==> run_1/io_placement.png <==
Pins as bars across the die edge, other pins in gray.
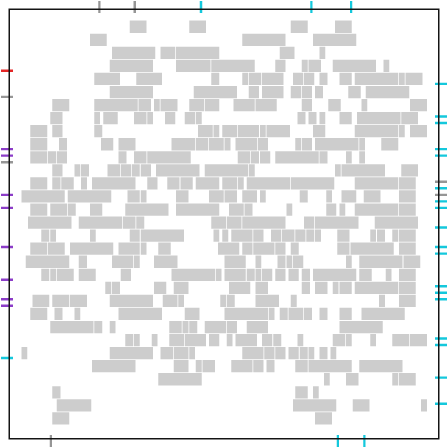
==> run_1/clk_routes.png <==
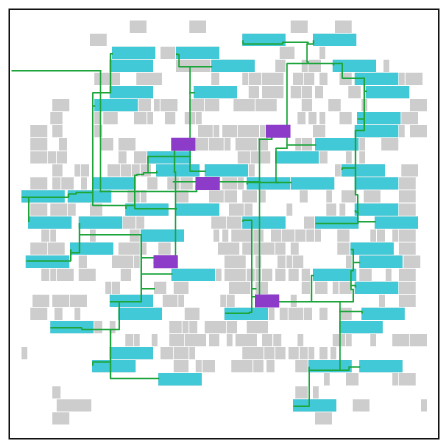
==> run_1/wires.png <==
The bar under the picture is 20 um long.
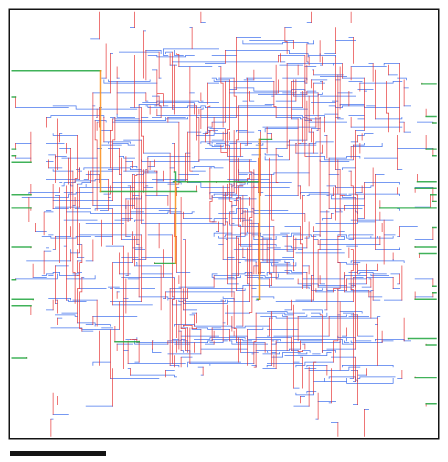
==> run_1/placement.png <==
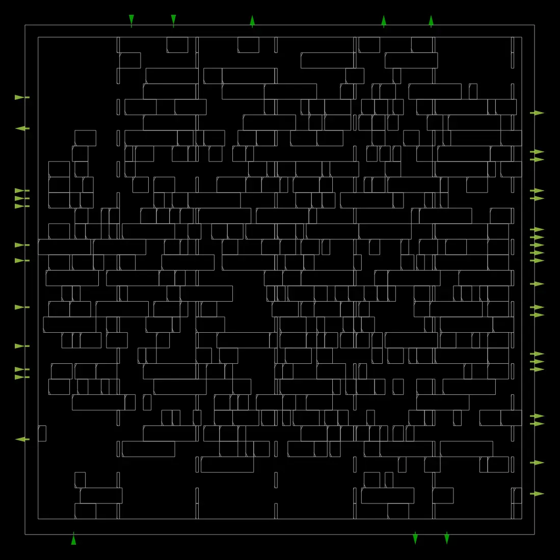
--- config.mk ---
export PLATFORM = sky130hd
export DESIGN_NAME = display_driver_bcd
export DESIGN_NICKNAME = d
export VERILOG_FILES = /design/src/rtl/display_driver_bcd.sv
export SDC_FILE = /design/constraint.sdc
export NUM_CORES = 1
export LEC_CHECK = 0
export CAP_MARGIN = 40
export CORE_MARGIN = 2
export CORE_UTILIZATION = 40
export DETAILED_ROUTE_END_ITERATION = 12
export HOLD_SLACK_MARGIN = 0.12
export MAX_ROUTING_LAYER = met4
export PLACE_DENSITY = 0.62
export SLEW_MARGIN = 40
export SYNTH_ARGS = -nofsm -noshare
export SYNTH_HDL_FRONTEND = slang
export SYNTH_SLANG_ARGS = --single-unit
export TNS_END_PERCENT = 1
--- constraint.sdc ---
create_clock -name i_clk -period 1.8 [get_ports i_clk]
set_clock_uncertainty 0.05 [all_clocks]
set_input_delay 0.27 -clock i_clk [delete_from_list [all_inputs] [get_ports i_clk]]
set_output_delay 0.27 -clock i_clk [all_outputs]
set_load 0.01 [all_outputs]
--- src/rtl/display_driver_bcd.sv ---
// Binary-to-BCD seven-segment display driver: sequential double-dabble, one bit per clock.
// Optional macro LEADING_ZERO_BLANK_EN blanks zero digits above the most significant non-zero digit.
module display_driver_bcd #(
  parameter int WIDTH          = 8,
  parameter int DIGITS         = 3,
  parameter int SEG_ACTIVE_LOW = 0
) (
  input  logic                  i_clk,
  input  logic                  i_rst_n,
  input  logic                  i_load,
  input  logic [WIDTH-1:0]      i_value,
  input  logic                  i_negative,
  input  logic                  i_overflow,
  output logic                  o_busy,
  output logic                  o_done,
  output logic                  o_error,
  output logic [8*DIGITS-1:0]   o_display
);

  localparam int BW = 4 * DIGITS;
  localparam int CW = $clog2(WIDTH + 1);
  localparam logic [8*DIGITS-1:0] INV_MASK = (SEG_ACTIVE_LOW != 0) ? {(8*DIGITS){1'b1}} : {(8*DIGITS){1'b0}};

  typedef enum logic [1:0] {
    ST_IDLE    = 2'd0,
    ST_CONVERT = 2'd1,
    ST_UPDATE  = 2'd2
  } state_t;

  state_t              r_state;
  state_t              w_state_next;
  logic [WIDTH-1:0]    r_bin;
  logic [BW-1:0]       r_bcd;
  logic [CW-1:0]       r_cnt;
  logic                r_neg;
  logic                r_ovf;
  logic                r_range;
  logic                r_busy;
  logic                r_done;
  logic                r_error;
  logic [8*DIGITS-1:0] r_display;

  logic [BW-1:0]       w_bcd_adj;
  logic                w_error;
  logic [8*DIGITS-1:0] w_disp_next;
  logic [3:0]          w_digit;
  logic [7:0]          w_code;
`ifdef LEADING_ZERO_BLANK_EN
  logic                w_seen;
`endif

  function automatic logic [6:0] seg_decode(input logic [3:0] d);
    case (d)
      4'd0:    seg_decode = 7'h3F;
      4'd1:    seg_decode = 7'h06;
      4'd2:    seg_decode = 7'h5B;
      4'd3:    seg_decode = 7'h4F;
      4'd4:    seg_decode = 7'h66;
      4'd5:    seg_decode = 7'h6D;
      4'd6:    seg_decode = 7'h7D;
      4'd7:    seg_decode = 7'h07;
      4'd8:    seg_decode = 7'h7F;
      4'd9:    seg_decode = 7'h6F;
      default: seg_decode = 7'h00;
    endcase
  endfunction

  // State register
  always_ff @(posedge i_clk or negedge i_rst_n) begin
    if (!i_rst_n) begin
      r_state <= ST_IDLE;
    end else begin
      r_state <= w_state_next;
    end
  end

  // Next-state logic
  always_comb begin
    w_state_next = r_state;
    case (r_state)
      ST_IDLE: begin
        if (i_load) w_state_next = ST_CONVERT;
        else        w_state_next = ST_IDLE;
      end
      ST_CONVERT: begin
        if (r_cnt == CW'(1)) w_state_next = ST_UPDATE;
        else                 w_state_next = ST_CONVERT;
      end
      ST_UPDATE: w_state_next = ST_IDLE;
      default:   w_state_next = ST_IDLE;
    endcase
  end

  // Add-3 correction on every nibble ahead of the shift
  always_comb begin
    w_bcd_adj = r_bcd;
    for (int k = 0; k < DIGITS; k++) begin
      if (r_bcd[4*k +: 4] >= 4'd5) w_bcd_adj[4*k +: 4] = r_bcd[4*k +: 4] + 4'd3;
      else                         w_bcd_adj[4*k +: 4] = r_bcd[4*k +: 4];
    end
  end

  assign w_error = r_ovf | r_range;

  // Segment codes for the finished BCD value, scanned from the top digit down
  always_comb begin
    w_disp_next = '0;
    w_digit     = 4'd0;
    w_code      = 8'h00;
`ifdef LEADING_ZERO_BLANK_EN
    w_seen      = 1'b0;
`endif
    for (int k = DIGITS - 1; k >= 0; k--) begin
      w_digit = r_bcd[4*k +: 4];
      w_code  = {1'b0, seg_decode(w_digit)};
`ifdef LEADING_ZERO_BLANK_EN
      if ((w_digit != 4'd0) || (k == 0)) w_seen = 1'b1;
      else                               w_seen = w_seen;
      if (!w_seen) w_code = 8'h00;
      else         w_code = w_code;
`endif
      if (w_error)                           w_code    = 8'h40;
      else if ((k == DIGITS - 1) && r_neg)   w_code[7] = 1'b1;
      else                                   w_code    = w_code;
      w_disp_next[8*k +: 8] = w_code;
    end
  end

  // Datapath and registered status outputs
  always_ff @(posedge i_clk or negedge i_rst_n) begin
    if (!i_rst_n) begin
      r_bin     <= '0;
      r_bcd     <= '0;
      r_cnt     <= '0;
      r_neg     <= 1'b0;
      r_ovf     <= 1'b0;
      r_range   <= 1'b0;
      r_busy    <= 1'b0;
      r_done    <= 1'b0;
      r_error   <= 1'b0;
      r_display <= INV_MASK;
    end else begin
      r_done <= 1'b0;
      case (r_state)
        ST_IDLE: begin
          if (i_load) begin
            r_bin   <= i_value;
            r_neg   <= i_negative;
            r_ovf   <= i_overflow;
            r_bcd   <= '0;
            r_range <= 1'b0;
            r_cnt   <= CW'(WIDTH);
            r_busy  <= 1'b1;
          end
        end
        ST_CONVERT: begin
          r_bcd   <= {w_bcd_adj[BW-2:0], r_bin[WIDTH-1]};
          r_bin   <= {r_bin[WIDTH-2:0], 1'b0};
          r_range <= r_range | w_bcd_adj[BW-1];
          r_cnt   <= r_cnt - CW'(1);
        end
        ST_UPDATE: begin
          r_display <= w_disp_next ^ INV_MASK;
          r_error   <= w_error;
          r_done    <= 1'b1;
          r_busy    <= 1'b0;
        end
        default: begin
          r_busy <= 1'b0;
        end
      endcase
    end
  end

  assign o_busy    = r_busy;
  assign o_done    = r_done;
  assign o_error   = r_error;
  assign o_display = r_display;

endmodule

==> COMMIT_EDITMSG, run 1 <==
Add synthesis and place-and-route results

- Combinational logic power: 2910 uW
* CP Data Required Time: approximately 2 ns
- Result of the run: complete, no violations
* Power after layout: roughly 5700 uW
- In this design, the stage delay of the slowest critical-path cell is ~0.45 ns.
- The transition time recorded at the tightest slew-check pin is 0.535 ns.
* Top Ports: approximately 40
- OpenROAD emitted warnings numbering between 40 and 50.
* Internal power: 3360 uW
- Pre-CTS worst setup slack: roughly 0.044 ns
* Max layer used: met4
- Detail Route met2 WL: roughly 2.6 mm
* Clock transition at path regs: 0.10 ns
- Sum of negative setup slack: 0 ns
- The clock passes through at most 2 buffers.
- Clock tree from TritonCTS: built
* Root Driver: sky130_fd_sc_hd__clkbuf_8
- Register share of total power: approximately 37%
- The flow reports that the clock network draws between 10% and 20% of the design power.
- Distinct lib cells used: roughly 42
- The group that draws the most power in this run is combinational logic.
- Setup violators final: 0
- Number of I/O port buffers: 37
- Wirelength per Cell: 13.1 um
- Final cell count without fillers: ~440
- Power share of the combinational group: between 50% and 60%
- Avg Inst Size Synth: 9.74 um2
* Number of cells in the design after placement: around 430
- Post-CTS Resized: 0
* Fin area: between 3000 and 4000 um2
- Met3 wire len: 158 um
* First-pass GRT wire length: a little under 10 mm
- Number of hold violations in the final report: 0
- Die X-Extent: just under 90 um
* Worst supply voltage drop on vdd: slightly above 600 uV
- Cells along the critical path: inv_1, ha_1, nor2b_1, o21a_1, o311ai_0
- Nature of the critical path endpoint: register
- Per the detailed-route log, wirelength across all metal layers totals ~5.7 mm.
- Clock network power consumption: approximately 660 uW
- Post-synthesis async set-or-reset flop share: 100%
* Post-synth design cell area: 2900 um2
- The detailed router finished its first iteration with slightly above 100 violations.
- Initial standard-cell utilization of the core: between 40% and 50%
- The tightest min-delay check is of the input port to async pin type.
- The timing report shows that the slowest cell on the worst path is sky130_fd_sc_hd__dfrtp_1.
- After legalization and detailed placement, the total HPWL measured slightly above 4 mm.
* Switching power share of the total: between 40% and 50%
* Clk ins delay skew pair: between 0.3 and 0.4 ns
- Pin count of the biggest net entering global routing: 55
* Post-synthesis cell count: slightly below 300
* Element type at the critical path start: register
- The global routing report lists combined usage of all routing layers as around 16%.
* Dominant register cell: sky130_fd_sc_hd__dfrtp_1
* Share of layout cells above drive strength 1: under 10%
- Total routed wire length on the met1 layer: roughly 2.9 mm
- Static timing analysis puts the maximum clock frequency at approximately 600 MHz.
- Looking at the clock tree report, the H-tree level count equals 2.
- The placed instances occupy a cell area of between 3000 and 4000 um2.
- Headroom to the max-slew limit: between 60 and 70%
- Worst hold slack across all endpoints: roughly 0.43 ns
* Total gr overflow: 0
- Buffers inserted during clock tree synthesis total 5.
- Final worst path period need: 1.63 ns
- The OpenROAD report gives the critical path a data arrival time of 1.78 ns.
- Height of the chip: roughly 90 um
- The chip occupies 7950 um2.
- Flop+latch power: between 2000 and 2500 uW
* Ant. Diodes: 0
-- io_placement.png (at the start) --
Key: i_clk = red [pins 1, direction input, edge left]; i_value = purple [pins 8, direction input, edge left]; o_display = cyan [pins 24, direction output, edge 18 right, 3 top, 2 bottom, 1 left]

-- clk_routes.png (at the start) --
Key: flip-flops = cyan [count 54]; clock drivers = purple [count 5]; clock wires = green [length 648 um]
Position of the flops: widely spread.

-- wires.png (at the start) --
Key: metal 1 = blue [wire length 2910 um]; metal 3 = green [wire length 159 um]; metal 4 = orange [wire length 75.5 um]; metal 2 = red [wire length 2580 um]

-- placement.png (at the start) --
Fillers: 717
# rows: 31
core area: 7140 um2

[run 1: worst paths after layout]
path / startpoint / to / slack [ns] / cells past startpoint
hold reg to reg: o_display[12] / o_display[12] / 0.43 / 2
setup / recovery: r_bcd[4] / r_bcd[6] / 0.17 / 5
max in group asynchronous: i_rst_n / r_bcd[3] / 1.02 / 3
setup reg to reg: r_bcd[4] / r_bcd[6] / 0.17 / 5
min in group i_clk: o_display[12] / o_display[12] / 0.43 / 2
hold / removal: i_rst_n / r_bin[7] / 0.43 / 3
[run 1: cell usage after synthesis, types with 6 or more instances]
library cell | number | area, um2
sky130_fd_sc_hd__nand2_1 | 38 | 143
sky130_fd_sc_hd__dfrtp_1 | 54 | 1350
sky130_fd_sc_hd__o2111ai_1 | 6 | 52.6
sky130_fd_sc_hd__o21ai_0 | 24 | 120
sky130_fd_sc_hd__o31ai_1 | 18 | 135
sky130_fd_sc_hd__inv_1 | 18 | 67.6
sky130_fd_sc_hd__ha_1 | 20 | 250
sky130_fd_sc_hd__nor2b_1 | 13 | 81.3
sky130_fd_sc_hd__buf_2 | 7 | 35.0
sky130_fd_sc_hd__nor2_1 | 12 | 45.0
sky130_fd_sc_hd__nand2b_1 | 11 | 68.8
sky130_fd_sc_hd__a21oi_1 | 14 | 70.1
[run 1: cells in the final DEF, fill, tap and decap left out, types with 3 or more instances in the layout]
master and instances:
sky130_fd_sc_hd__dfrtp_1 54, sky130_fd_sc_hd__nand2_1 38, sky130_fd_sc_hd__clkdlybuf4s50_1 36, sky130_fd_sc_hd__o21ai_0 24, sky130_fd_sc_hd__ha_1 20, sky130_fd_sc_hd__inv_1 18, sky130_fd_sc_hd__o31ai_1 18, sky130_fd_sc_hd__a21oi_1 14
sky130_fd_sc_hd__nor2b_1 13, sky130_fd_sc_hd__nor2_1 12, sky130_fd_sc_hd__nand2b_1 11, sky130_fd_sc_hd__buf_4 11, sky130_fd_sc_hd__o2111ai_1 6, sky130_fd_sc_hd__mux2i_1 5, sky130_fd_sc_hd__clkbuf_8 5, sky130_fd_sc_hd__and3_1 4
sky130_fd_sc_hd__o22ai_1 4, sky130_fd_sc_hd__xnor2_1 3, sky130_fd_sc_hd__o21a_1 3, sky130_fd_sc_hd__a22o_1 3, sky130_fd_sc_hd__o311ai_0 3, sky130_fd_sc_hd__o221ai_1 3
[run 1: cells by family (layout without fill, tap and decap cells)]
kind of cell             Yosys count  in the layout  synth area share, %
AND-OR/OR-AND                     87             87                 19.8
XOR/XNOR                           4              4                 1.21
adder cells (fa/ha/maj)           20             20                 8.62
buffers and inverters             36             76                 5.86
flip-flops                        54             54                 46.6
multiplexers                       7              7                 2.76
other                              1              2                0.129
AND/OR/NAND/NOR                   89             89                 15.0
[run 1: area by class of cell]
class / instances / area (um2)
clock buffers: 5 / 68.8
clock inverters: 2 / 15.0
fillers: 717 / 3630
inverters: 18 / 67.6
multi-input cells: 209 / 1380
flip-flops and latches: 54 / 1350
well taps: 99 / 124
repair buffers: 51 / 498
[run 1: flip-flops by register name (all words and copies together) (netlist names)]
signal and cells:
r_neg 1, r_cnt 4, o_busy 1, o_error 1
r_bin 8, o_display 22, r_range 1, o_done 1
r_state 2, r_ovf 1, r_bcd 12
==> run 2: changes to the inputs <==
Settings changed: GPL_ROUTABILITY_DRIVEN set to 0.
==> COMMIT_EDITMSG, run 2 <==
Add synthesis and place-and-route results

- Post-synthesis async set-or-reset flop share: 100% (unchanged)
* Buffers from clock root to sink, at most: 2 (unchanged)
* Distinct lib cells used: 42 (unchanged)
- Simple Share, Synth: 15.0% (unchanged)
- The number of fillers in the final layout came to 717 (unchanged).
- The total wire length after detailed routing came to 5.73 mm (unchanged).
* Multiplexer fraction of the synthesized cell area: 2.76% (unchanged)
- Max H-tree Level: 2 (unchanged)
* Setup violators final: 0 (unchanged)
* Worst supply voltage drop on vdd: 609 uV (unchanged)
- The synthesized area per cell was 9.74 um2 (unchanged).
- The average wire per standard cell came to 13.1 um (unchanged).
- Post-synthesis cell count: 298 (unchanged)
- The I/O pin count was 40 (unchanged).
- Element type at the critical path start: register
* Ant. Diodes: 0 (unchanged)
- In the synthesized netlist, the cells that appear most often are sky130_fd_sc_hd__dfrtp_1 (54), sky130_fd_sc_hd__nand2_1 (38), sky130_fd_sc_hd__o21ai_0 (24), sky130_fd_sc_hd__ha_1 (20).
* Number of hold violations in the final report: 0 (unchanged)
* Die X-Extent: 89.2 um (unchanged)
- Post-synth design cell area: 2900 um2 (unchanged)
- The shortest period the worst path allows came to 1.63 ns (unchanged).
- The proportion of layout cells with a drive suffix above 1 was 7.67% (unchanged).
- The floorplan core density was 40.7% (unchanged).
* Clock transition at path regs: 0.10 ns (about the same)
- Final cell count without fillers: 438 (unchanged)
- The actual transition at the worst max-transition pin came to 0.535 ns (unchanged).
- Root Driver: sky130_fd_sc_hd__clkbuf_8
* TritonCTS Buffers: 5 (unchanged)
- Combinational family with the most area after synthesis: AND-OR/OR-AND gates
* Sum of negative setup slack: 0 ns (unchanged)
- Clock tree from TritonCTS: built
* Top cell area share: 46.6% (unchanged)
- Number of I/O port buffers: 37 (unchanged)
- The area fraction in full adders, half adders and majority gates is 8.62% (unchanged).
- Core area: 7140 um2 (unchanged)
- Largest register FFs: 22 (unchanged)
- Nature of the critical path endpoint: register
- The area of the die is 7950 um2 (unchanged).
- Result of the run: complete, no violations
- Total gr overflow: 0 (unchanged)
* Worst min-delay path class: input port to async pin
- Total global-route track usage: 16.4% (unchanged)
* Placed wire-length estimate: 4.15 mm (unchanged)
* CP Data Required Time: 1.95 ns (about the same)
- The insertion delay of the later-clocked pin in the worst-skew pair was 0.31 ns (about the same).
- Leaving out fill and tap cells, the most frequent cells in the layout are sky130_fd_sc_hd__dfrtp_1 (54), sky130_fd_sc_hd__nand2_1 (38), sky130_fd_sc_hd__clkdlybuf4s50_1 (36).
- The site row count came to 31 (unchanged).
* Most used standard cell by instance count after synthesis: sky130_fd_sc_hd__dfrtp_1
- The pin count of the biggest net entering global routing came to 55 (unchanged).
==> run 2: cell counts in the layout (fill, tap and decap cells not counted) <==
Identical to the previous run, type by type.
==> run 2: kinds of logic (layout without fill, tap and decap cells) <==
logic type / count (synthesis) / in the layout
AND-OR/OR-AND: 87 / 87
other: 1 / 2
flip-flops: 54 / 54
buffers and inverters: 36 / 76
XOR/XNOR: 4 / 4
AND/OR/NAND/NOR: 89 / 89
adder cells (fa/ha/maj): 20 / 20
multiplexers: 7 / 7
==> run 2: area by class of cell <==
class                   instances  area (um2)  share of cell area (%)
clock inverters                 2        15.0                   0.428
multi-input cells             209        1380                    39.4
repair buffers                 51         498                    14.2
inverters                      18        67.6                    1.93
flip-flops and latches         54        1350                    38.5
well taps                      99         124                    3.53
clock buffers                   5        68.8                    1.96
==> run 2: metrics by stage <==
stage	utilization, %	instance area (um2)	total power, uW	hold slack [ns]	worst slack, ns
after global routing	49.2	3510	6240	0.458	0.0229
after global placement	47.8	3410	5010	0.242	0.0918
after CTS	49.2	3510	5770	0.435	0.152
final	49.2	3510	5690	0.428	0.169
after detailed placement	47.8	3410	5080	0.243	0.0441
after floorplan	-	2910	4020	-0.0756	0.336
==> run 2: metal layers <==
layer	track usage, %	vias up	wire, um
li1	-	1113	-
met5	-	-	0
met3	2.22	7	158
met4	4.88	0	75
met1	22.2	1026	2910
met2	25.9	39	2580
==> run 2: worst max-delay path, cell delays in order, from the launching register on <==
cell	delay, ns
sky130_fd_sc_hd__dfrtp_1	0.45
sky130_fd_sc_hd__inv_1	0.14
sky130_fd_sc_hd__ha_1	0.24
sky130_fd_sc_hd__nor2b_1	0.16
sky130_fd_sc_hd__o21a_1	0.20
sky130_fd_sc_hd__o311ai_0	0.28
==> run 2: path summary, 6_finish.rpt <==
path	start	cells after the start	end	slack, ns
setup / recovery	r_bcd[4]	5	r_bcd[6]	0.17
hold / removal	i_rst_n	3	r_bin[7]	0.43
setup reg to reg	r_bcd[4]	5	r_bcd[6]	0.17
hold reg to reg	o_display[12]	2	o_display[12]	0.43
max in group asynchronous	i_rst_n	3	r_bcd[3]	1.02
min in group i_clk	o_display[12]	2	o_display[12]	0.43
==> run 2: power breakdown <==
group	total, uW	internal (uW)	switching [uW]	leakage [uW]
registers	2120	1700	422	0.000697
logic	2910	1400	1510	0.000843
clock network	662	267	396	0.0000362
==> run 2: repair_timing <==
| item | in CTS | in global routing |
|---|---|---|
| hold buffers | 1 | 0 |
| resized | 0 | 0 |
| endpoints found under the hold margin | 54 | 0 |
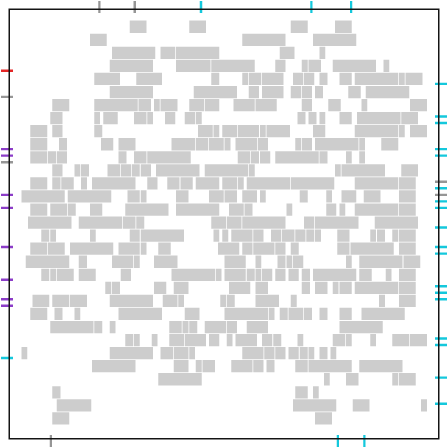
(run_2/io_placement.png)
Pins as bars across the die edge, other pins in gray.
Key: i_clk = red [pins 1, direction input, edge left]; o_display = cyan [pins 24, direction output, edge 18 right, 3 top, 2 bottom, 1 left]; i_value = purple [pins 8, direction input, edge left]

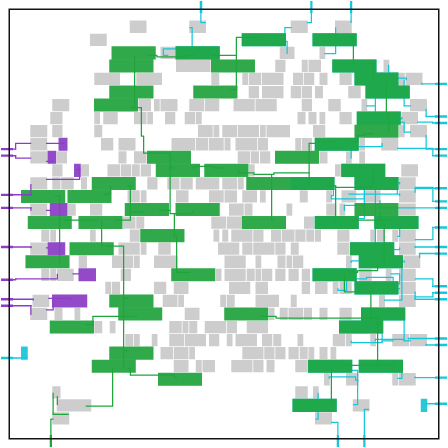
(run_2/io_fan.png)
Key: i_value = purple [bits 8, direction input, end cells 8, buffers 8, wire 71.5 um]; o_display = cyan [bits 24, direction output, end cells 24, buffers 22, wire 379 um]; i_rst_n = green [bits 1, direction input, end cells 54, buffers 3, wire 419 um]

==> run 3: changes to the inputs <==
Settings changed: GPL_TIMING_DRIVEN set to 0.
==> COMMIT_EDITMSG, run 3 <==
Add synthesis and place-and-route results

* Result of the run: complete, no violations
- The area of the core was 7140 um2 (unchanged).
* Largest register FFs: 22 (unchanged)
* Internal power: 3610 uW (+7.4%)
- Initial standard-cell utilization of the core: 40.7% (unchanged)
- The summed instance area of the synthesized netlist is 2900 um2 (unchanged).
* Area post-placement: 3420 um2 (about the same)
* Post-synthesis cell count: 298 (unchanged)
* Area taken by multi-input logic gates: 1380 um2 (unchanged)
* Top cell area share: 46.6% (unchanged)
* Power share of the combinational group: 48.8% (-2.3 points)
- Pre-CTS worst setup slack: -0.0494 ns (-0.0934 ns)
- # rows: 31 (unchanged)
- The number of fillers in the final layout is 712 (-0.70%).
- TritonCTS built the clock tree.
- Number of I/O port buffers: 37 (unchanged)
- The sequential share of power is 35.0% (-2.3 points).
- Number of hold violations in the final report: 0 (unchanged)
- The H-tree level count is 2 (unchanged).
- For this run the top cell type by instance count after synthesis was sky130_fd_sc_hd__dfrtp_1.
- Crit-path leading delay family: AND-OR/OR-AND gates
* Total gr overflow: 0 (unchanged)
* Count of buffer and inverter cells on the critical path: 1 (unchanged)
- The switching power total was 2350 uW (+0.95%).
- The overall track demand over capacity in global routing is 16.4% (-0.066 points).
- Cell type of the slowest stage on the worst timing path: sky130_fd_sc_hd__dfrtp_1
* Clock transition at path regs: 0.10 ns (about the same)
* Nature of the critical path endpoint: register
- The commonest cells after synthesis are sky130_fd_sc_hd__dfrtp_1 (54), sky130_fd_sc_hd__nand2_1 (38), sky130_fd_sc_hd__o21ai_0 (24), sky130_fd_sc_hd__ha_1 (20).
- The maximum VDD drop came to 641 uV (+5.3%).
* First-pass GRT wire length: around 9.7 mm
- Final setup margin: 0.136 ns (-0.0328 ns)
- Final cell count without fillers: 445 (+1.6%)
- The worst setup path is launched from a register.
- Chip area: 7950 um2 (unchanged)
- Root Driver: sky130_fd_sc_hd__clkbuf_8
* Cells along the critical path: inv_1, ha_1, nor2b_1, o21a_1, o311ai_0
- The total wire length after detailed routing was 5.95 mm (+3.7%).
* TritonCTS Buffers: 5 (unchanged)
- Share of layout cells above drive strength 1: 8.38% (+0.71 points)
- The HPWL after detailed placement came to 4.37 mm (+5.4%).
- The number of distinct library cells after synthesis was 42 (unchanged).
- Fin area: 3570 um2 (+1.7%)
- The largest buffer count on any clock path was 2 (unchanged).
* Clk ins delay skew pair: 0.31 ns (about the same)
- The share of flip-flops with an asynchronous set or reset after synthesis was 100% (unchanged).
* Part of the total power dissipated in the clock network: 16.2% (+4.6 points)
- The library cells used most frequently in the layout, excluding fill and tap cells, are sky130_fd_sc_hd__dfrtp_1 (52), sky130_fd_sc_hd__nand2_1 (38), sky130_fd_sc_hd__clkdlybuf4s50_1 (36).
- Ant. Diodes: 0 (unchanged)
- Worst min-delay path class: input port to async pin
- The total setup violations reported at the end of the flow was 0 (unchanged).
* Final worst path period need: 1.66 ns (+0.0328 ns)
- Wirelength per Cell: 13.4 um (+2.1%)
- The largest stage delay on the critical path was 0.46 ns (about the same).
- The pin count of the biggest net entering global routing came to 36 (-35%).
- Maximum operating frequency: ~600 MHz
## run 3: area by class of cell
cell class / count / area share, %
buffer: 18 / 2.88
clock buffer: 5 / 1.93
clock inverter: 3 / 1.93
inverter: 18 / 1.89
multi-input combinational: 209 / 38.8
sequential: 54 / 38.0
tap: 99 / 3.47
timing repair buffer: 39 / 11.2
## run 3: metal layers
metal	up-vias	track usage [%]	share of wire [%]
li1	1129	-	-
met4	0	4.75	1.1
met2	45	26.1	45
met5	-	-	0
met3	6	3.79	3.6
met1	1033	20.8	50
## run 3: logic make-up after synthesis
kind of cell	Yosys count	synth area share, %
and+or+nand+nor	89	15.0
AOI/OAI and AO/OA	87	19.8
DFF	54	46.6
buffers and inverters	36	5.86
adders and majority gates	20	8.62
muxes	7	2.76
xor gates and xnor gates	4	1.21
other	1	0.129
## run 3: what timing repair did
| action | 4_1_cts | 5_1_grt |
|---|---|---|
| endpoints found under the setup margin | 0 | 1 |
| gates resized | 0 | 2 |
| hold buffers | 1 | 0 |
| endpoints found under the hold margin | 54 | 0 |
## run 3: worst register-to-register path, stage by stage (launching register included)
cell	delay, ns
sky130_fd_sc_hd__dfrtp_1	0.46
sky130_fd_sc_hd__inv_1	0.16
sky130_fd_sc_hd__ha_1	0.25
sky130_fd_sc_hd__nor2b_1	0.16
sky130_fd_sc_hd__o21a_1	0.20
sky130_fd_sc_hd__o311ai_0	0.28
## run 3: metrics by stage
stage	hold WS (ns)	TNS, ns	power, uW	util [%]
2_1_floorplan	-0.0756	0	4020	-
3_3_place_gp	0.413	-73.13	4970	47.6
3_5_place_dp	0.129	-0.0899	5030	47.9
4_1_cts	0.328	0	6000	49.9
5_1_grt	0.343	0	6480	50.0
6_report	0.325	0	5960	50.0
## run 3: path summary, 6_finish.rpt
path	start	endpoint	slack, ns	depth (start not counted)
worst max register to register	r_bcd[8]	r_bcd[10]	0.14	5
worst max-delay path	r_bcd[8]	r_bcd[10]	0.14	5
worst min register to register	o_display[2]	o_display[2]	0.44	2
max in group asynchronous	i_rst_n	r_bcd[1]	0.89	3
worst min-delay path	i_rst_n	r_cnt[1]	0.32	2
min in group i_clk	o_display[2]	o_display[2]	0.44	2
## run 3: power groups by stage
| stage | Combinational [uW] | Sequential, uW | Clock, uW |
|---|---|---|---|
| CTS | 2930 | 2090 | 990 |
| global route | 3270 | 2160 | 1050 |
| floorplan | 1910 | 2120 | 0 |
| global placement | 2870 | 2100 | 0 |
| detailed placement | 2910 | 2110 | 0 |
| finish | 2910 | 2090 | 964 |
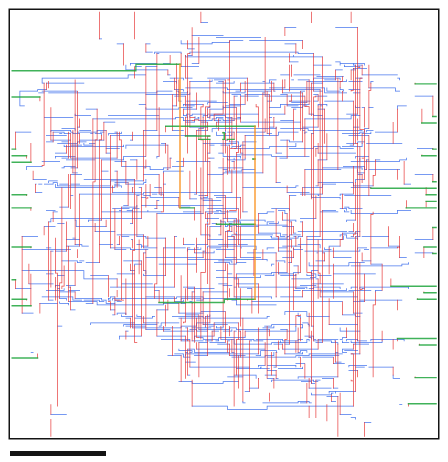
(run_3/wires.png)
The bar under the picture is 20 um long.
Key: metal 3 = green [wire length 212 um]; metal 2 = red [wire length 2680 um]; metal 4 = orange [wire length 66.0 um]; metal 1 = blue [wire length 2990 um]

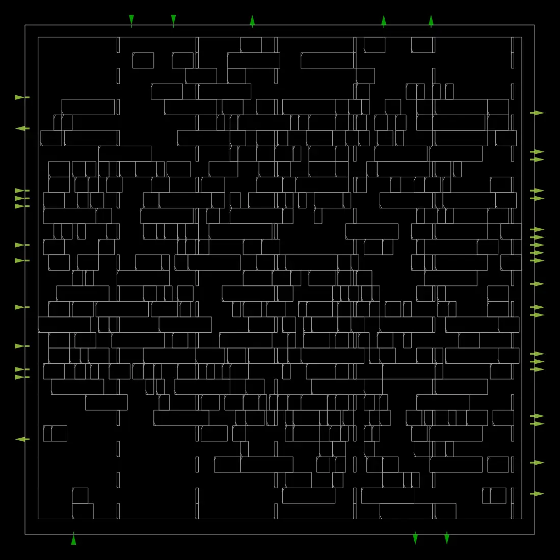
(run_3/placement.png)
inserted tap cell count: 99
final cell utilization of the core: 50.0%

Power and IR drop assume default switching activity.
